Design stream_demux_1to4, sky130hd; sources not shown.
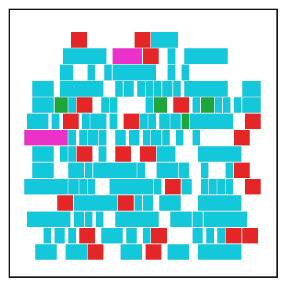
Figure 1: run 1, drive-strength map.
Drawn at 6 px/µm.
Green is _2 cells, cells 4, most used nand2_2. Red is _3 and _4 cells, cells 23, most used buf_4. Cyan is _0 and _1 cells, cells 105, most used nor2_1. Magenta is _6 and larger, cells 2.
Design Area, Final: 1040 µm²
Buffers excl. clock: 38
layout overhead on the synthesized area: 55.33%
final setup margin: 0.1515 ns

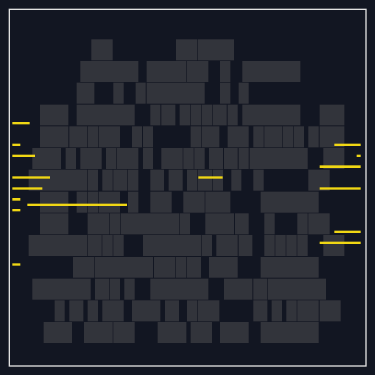
Figure 2: run 1, signal wires on met3.
Drawn at 8 px/µm. Cells faint in the background.
The layer holds 3.4% of the routed length. The wires run mostly horizontal. The longest straight run is 12.2 µm.
Via Count: 694
global-route met3 utilization: 3.673%
final wirelength: 1485 µm

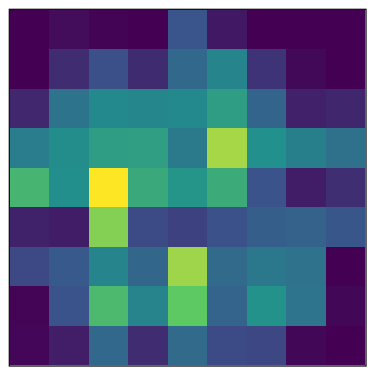
Figure 3: run 1, wire density map.
Drawn at 8 px/µm. 9 x 9 tiles, from dark purple (low) to yellow (high), scaled to the fullest tile. Values are wire area over tile area, all layers added.
The densest ninth of the die: west. The fullest tile reaches 0.39. 17% of the tiles are over half the peak. The emptiest ninth of the die: north-east. 16% of the tiles are nearly empty. The mean over all tiles is 0.12.
GRT Overall Usage: 17.22%
wire length per cell: 9.900 µm

==> run summary, run 1 <==
Status - completed
Die span in y - 44.41 µm
Detailed Place HPWL - 1206 µm
Clock Skew - 0.005314 ns
Max VDD drop - 0.6261 mV
DR pass1 iterations - 4
GP Congestion - 0.8183
Synthesized cell area - 669.4 µm²
Area reported by Yosys stat - 669.4 µm²
Finished Core Util - 68.23%
Max-cap violations - 0
Post-placement cell area - 997.2 µm²
Fp util - 43.92%
Pre-CTS setup slack - -0.07456 ns
Initial DRC Count - 3
OpenROAD warning count - 25
# hold bufs at CTS - 0
Vias in the first global route - 643
Detail Route Antenna Nets - 0
CP Launch Type - input pin
Total CTS buffers - 3
Logic gate share of total power - 41.7%
First-pass GRT wire length - 2484 µm
Unique cell types - 15
R2R depth - 10
Worst EP required - 1.35 ns
Seq pwr share - 38.0%
Power Total - 1113 µW
Min Tclk post-route - 1.649 ns
Total grt overflow - 0
Worst hold path class - reg -> reg
## run 1: metal layers
metal	vias to the layer above	GRT usage (%)	part of all wire (%)
li1	374	-	-
met1	302	20.56	47
met2	16	30.59	49
met3	2	3.673	3.4
met4	0	5.455	0.67
met5	-	0	0
## run 1: power groups by stage
| stage | registers, µW | clock network (µW) | logic [µW] |
|---|---|---|---|
| 5_1_grt | 428 | 250 | 499 |
| 3_3_place_gp | 430 | 0 | 450 |
| 4_1_cts | 423 | 236 | 465 |
| 3_5_place_dp | 432 | 0 | 458 |
| 2_1_floorplan | 558 | 0 | 146 |
| 6_report | 423 | 226 | 464 |
## run 1: cells by family after synthesis
logic type	share of synthesized area (%)
compound gates	13.46
buf+inv	8.784
flops	47.85
simple gates	29.91
## run 1: final cells by class
class / count / area [µm²]
sequential: 16 / 320.3
timing repair buffer: 38 / 339.1
inverter: 9 / 33.78
multi-input combinational: 67 / 290.3
clock buffer: 4 / 36.28
fill: 138 / 484.2
tap: 16 / 20.02
## run 1: critical path, cell delays in order
cell           delay [ns]
dlygate4sd2_1        0.23
nand2_1              0.06
nand2_1              0.06
nor2_2               0.13
nand2_2              0.10
buf_12               0.16
## run 1: cells in the mapped netlist, drive strengths merged
library cell | count | area share (%)
o21bai | 1 | 1.1
inv | 9 | 5.0
dfxtp | 16 | 48
nand3 | 2 | 1.5
o21ai | 10 | 7.5
o21a | 1 | 1.1
nand2 | 21 | 13
nor2 | 26 | 15
a21oi | 5 | 3.7
nand4 | 1 | 0.94
buf | 1 | 1.7
clkbuf | 1 | 2.1
## run 1: timing repair
action / CTS / global route
setup endpoints to repair: 1 / 1
buffers inserted: 1 / 0
pin swaps: 3 / 3
resized: 3 / 1
Figure 4. Cells colored by class (run 1).
Drawn at 12 px/µm.
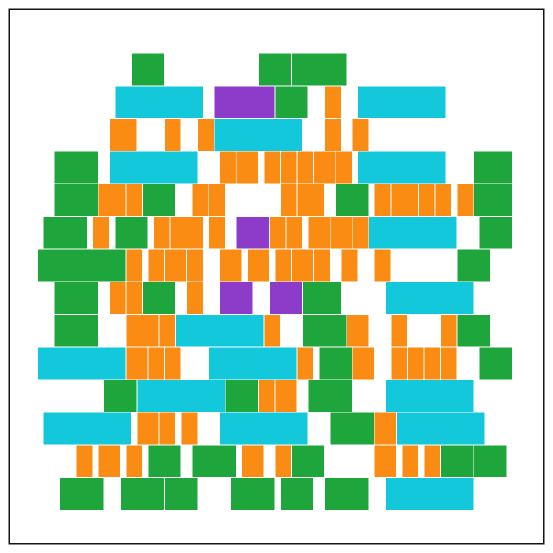

==> inputs of run 2 (changes only) <==
--- a/config.mk
+++ b/config.mk
@@ -10,6 +10,7 @@
 export CORE_MARGIN = 2
 export CORE_UTILIZATION = 41
 export DETAILED_ROUTE_END_ITERATION = 8
+export GPL_TIMING_DRIVEN = 0
 export HOLD_SLACK_MARGIN = 0.15
 export PLACE_DENSITY = 0.84
 export REMOVE_ABC_BUFFERS = 1
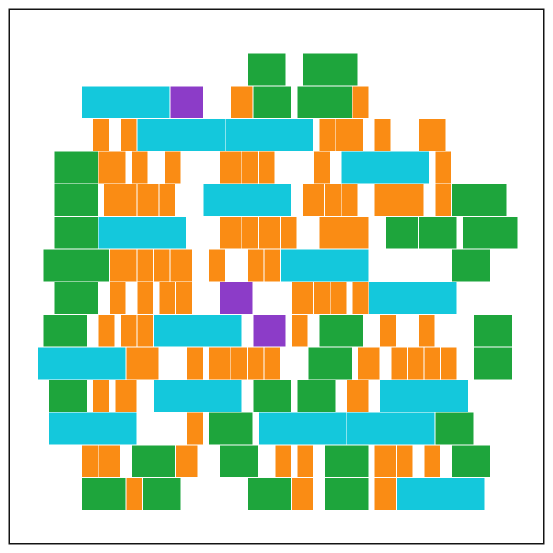
Figure 5: run 2, cells colored by class.
Drawn at 12 px/µm.
Orange is combinational and other logic, cells 76, share of their area 34%. Purple is clock drivers, cells 3, share of their area 2.3%. Green is other buffers and delay cells, cells 32, share of their area 32%. Cyan is flops, cells 16, share of their area 32%.
Design Area, Final: 1018 µm²
Finished Core Util: 66.83%
sequential share of cell area: 31.45%
Core ar.: 1524 µm²
num rows: 14

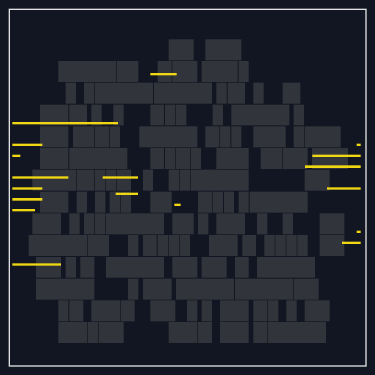
Figure 6: run 2, signal wires on met3.
Drawn at 8 px/µm. Cells faint in the background.
final wirelength: 1476 µm
Via Count: 700

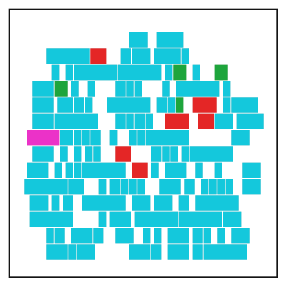
Figure 7: run 2, drive-strength map.
Drawn at 6 px/µm.
layout overhead on the synthesized area: 52.15%
final setup margin: 0.1401 ns

==> run summary, run 2 <==
Status - completed
Commonest cells in the netlist - nor2_1 (25), nand2_1 (19), dfxtp_1 (16)
Total grt overflow - 0 (unchanged)
CP Buf/Inv Count - 1 (-1)
Crit-path max cell delay - 0.55 ns (+0.32 ns)
Fp util - 43.92% (unchanged)
Post-synth EDFFs - 0 (unchanged)
Max-cap violations - 0 (unchanged)
Worst hold path class - reg -> reg
Post-synth area hogs - dfxtp_1 (48%), nor2_1 (14%), nand2_1 (11%)
R2R depth - 8 (-2)
Power Total - 1024 µW (-8.0%)
Area leader, netlist - dfxtp_1
Min Tclk post-route - 1.660 ns (+0.01138 ns)
Worst path cell trace - dlygate4sd2_1
OpenROAD warning count - 26 (+4.0%)
Clock Skew - 0.003301 ns (-0.002014 ns)
Synthesized cell area - 669.4 µm² (unchanged)
FILL cells - 145 (+5.1%)
GP Congestion - 0.8023 (-2.0%)
# hold bufs at CTS - 0 (unchanged)
DR pass1 iterations - 4 (unchanged)
First-pass GRT wire length - 2601 µm (+4.7%)
Detailed Place HPWL - 1132 µm (-6.2%)
Unique cell types - 15 (unchanged)
Worst EP required - 1.35 ns (about the same)
Critical path depth - 1 (-5)
Post-synth ARST share - 0% (unchanged)
Crit path max-delay cell type - dlygate4sd2_1
FF/Latch Area - 320.3 µm² (unchanged)
Vias in the first global route - 647 (+0.62%)
Total CTS buffers - 3 (unchanged)
CP Launch Type - flip-flop
[run 2: cell counts after synthesis]
Identical to the previous run, type by type.
[run 2: tightest hold or removal path, delay by kind of cell (launching register included)]
| family | cells | cell delay [ns] |
|---|---|---|
| DFF | 1 | 0.33 |
| and+or+nand+nor | 2 | 0.12 |
[run 2: where the power goes]
part / total, µW / switching [µW] / internal (µW)
clock: 183 / 105 / 77.6
combinational: 420 / 283 / 137
sequential: 422 / 23.3 / 398
[run 2: stage by stage]
step | setup TNS (ns) | cell area [µm²]
3_3_place_gp | -2.391 | 974.7
2_1_floorplan | -0.03404 | 644.4
3_5_place_dp | -2.902 | 974.7
6_report | 0 | 1018
5_1_grt | 0 | 1018
4_1_cts | -0.09331 | 978.4
[run 2: repair_timing]
item                       CTS  global route
gates resized               19            10
pin swaps                    0             5
buffers inserted             0             1
setup endpoints to repair   14            13
[run 2: cells by family after synthesis]
logic type | share of synthesized area [%]
AND/OR/NAND/NOR | 29.91
flip-flops | 47.85
buffers and inverters | 8.784
AND-OR/OR-AND | 13.46
[run 2: metal layers]
layer / wire length, µm / global-route usage [%] / vias to the layer above
met5: 0 / 0 / -
met4: 25 / 9.091 / 0
met3: 67 / 3.673 / 4
met2: 735 / 32.06 / 18
met1: 648 / 20.71 / 316
li1: - / - / 362
[run 2: final cells by class]
type                            count  share of cell area [%]
Clock buffer                        3                   2.211
Inverter                            9                   3.317
Multi-Input combinational cell     67                   29.98
Sequential cell                    16                   31.45
Tap cell                           16                   1.966
Timing Repair Buffer               32                   31.08
Power figures rest on the tool's default switching activity, not on a simulated workload.
